==> config.mk <==
export PLATFORM = sky130hd
export DESIGN_NAME = hyper_ram_txn_scheduler_flat
export DESIGN_NICKNAME = d
export VERILOG_FILES = /design/src/rtl/hyper_ram_txn_scheduler_if.sv /design/src/rtl/hyper_ram_txn_scheduler.sv /design/src/flat_wrapper.sv
export SDC_FILE = /design/constraint.sdc
export NUM_CORES = 1
export LEC_CHECK = 0
export ABC_AREA = 1
export CORE_MARGIN = 2
export CORE_UTILIZATION = 48
export DETAILED_ROUTE_END_ITERATION = 10
export GPL_ROUTABILITY_DRIVEN = 0
export PLACE_DENSITY = 0.83
export SLEW_MARGIN = 20
export SYNTH_ARGS = -nofsm -noshare
export SYNTH_HDL_FRONTEND = slang
export SYNTH_SLANG_ARGS = --single-unit
==> constraint.sdc <==
create_clock -name clk_50 -period 4 [get_ports clk_50]
set_clock_uncertainty 0.15 [all_clocks]
set_input_delay 0.8 -clock clk_50 [delete_from_list [all_inputs] [get_ports clk_50]]
set_output_delay 0.8 -clock clk_50 [all_outputs]
set_load 0.01 [all_outputs]
layer_met4.png
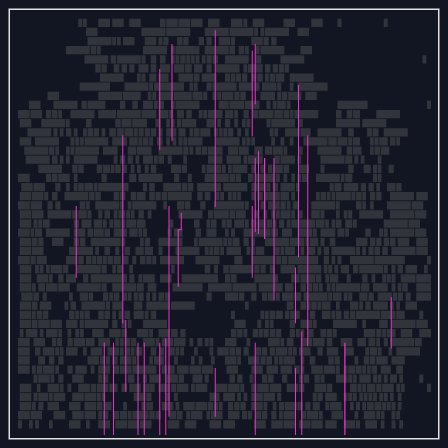
wire length on this layer = 892 um
longest straight run = 62.6 um
final WL: 22,500 um
Vias: 8,078

clk_routes.png
Bar = 50 um.
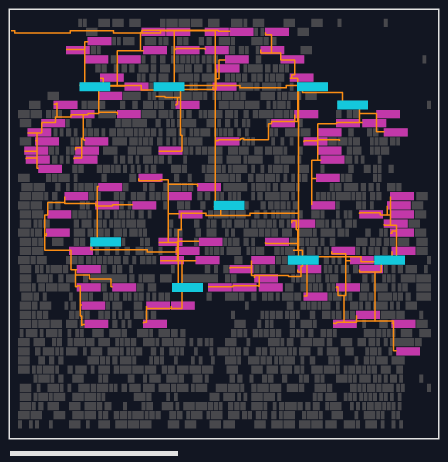
orange -> clock wires  # length 1,250 um
cyan -> clock drivers  # count 9
magenta -> flip-flops  # count 97
routed clock nets = 10
clk pwr: 0.945 mW
clock power share: 11.8%
clk ins delay skew pair: 0.36 ns

clocks.png
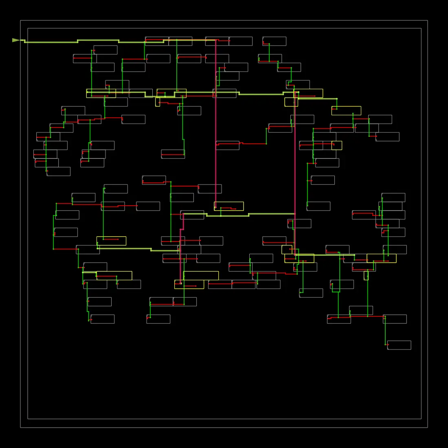
CLK BUF: 11
Flops: 97

metal_density.png
The die is cut into 26 by 26 equal tiles; dark blue is low, red is high, scaled to the fullest tile. Values are wire area over tile area, all layers added.
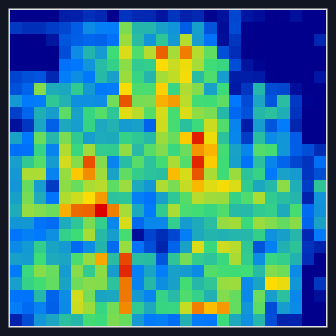
mean over tiles = 0.23
densest ninth of the die = center
fullest tile = 0.61
tiles over half the peak = 30%
drt wl/cell: 15.17 um
global-route usage over all layers: 27.82%

placement_by_type.png
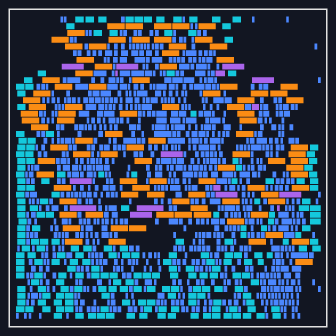
purple -> clock drivers and dummy loads  # cells 16
cyan -> other buffers and delay cells  # cells 216
orange -> flops  # cells 97
blue -> combinational and other logic  # cells 966
core area: 0.01509 sq mm
site row count: 45
Post-Route Utilization: 63.83%
flop share of the area: 20.16%

==> flow_summary.ini <==
; implementation run metrics
[timing]
tightest_slew_ns = 0.7697

[worst_setup_path]
critical_path_arrival_ns = 2.66
critPathBufInv = 5
worstPathCellList = clkdlybuf4s50_1 -> inv_1 -> nand2_1 -> nand2_1 -> nand2_1 -> nand2_1 -> nand3_2 -> nor2_4 -> buf_4 -> nor2_8 -> ha_1 -> inv_1 -> nor3_1 -> dlymetal6s2s_1
critical_path.max_fanout = 3
cp_common_cell = nand2_1

[route]
met1_length_um = 9106
routed.top_layer = met4
ant_nets = 0
wl_met2_um = 11210
viasPerCell = 5.447

[clock_network]
cts_made_buffers = 9
clkSlewWorstSetupHoldPaths_ns = 0.06
cts_setup_buffers = 1
root_buffer = clkbuf_16

[die]
floorplan.core_util_pct = 48.58
die_height_um = 127.6

[finish]
layout_top_cell = nand2_1
n_fill_cell = 1363
instances_no_fill = 1483
clkCellAreaFrac_pct = 3.339

[run]
cap_violations = 0

[pwr]
worst_ir_drop_vdd_mv = 0.5672

[outcome]
outcome = finished clean

[place]
dp_slack_ns = -0.003152
Power and IR drop assume default switching activity.
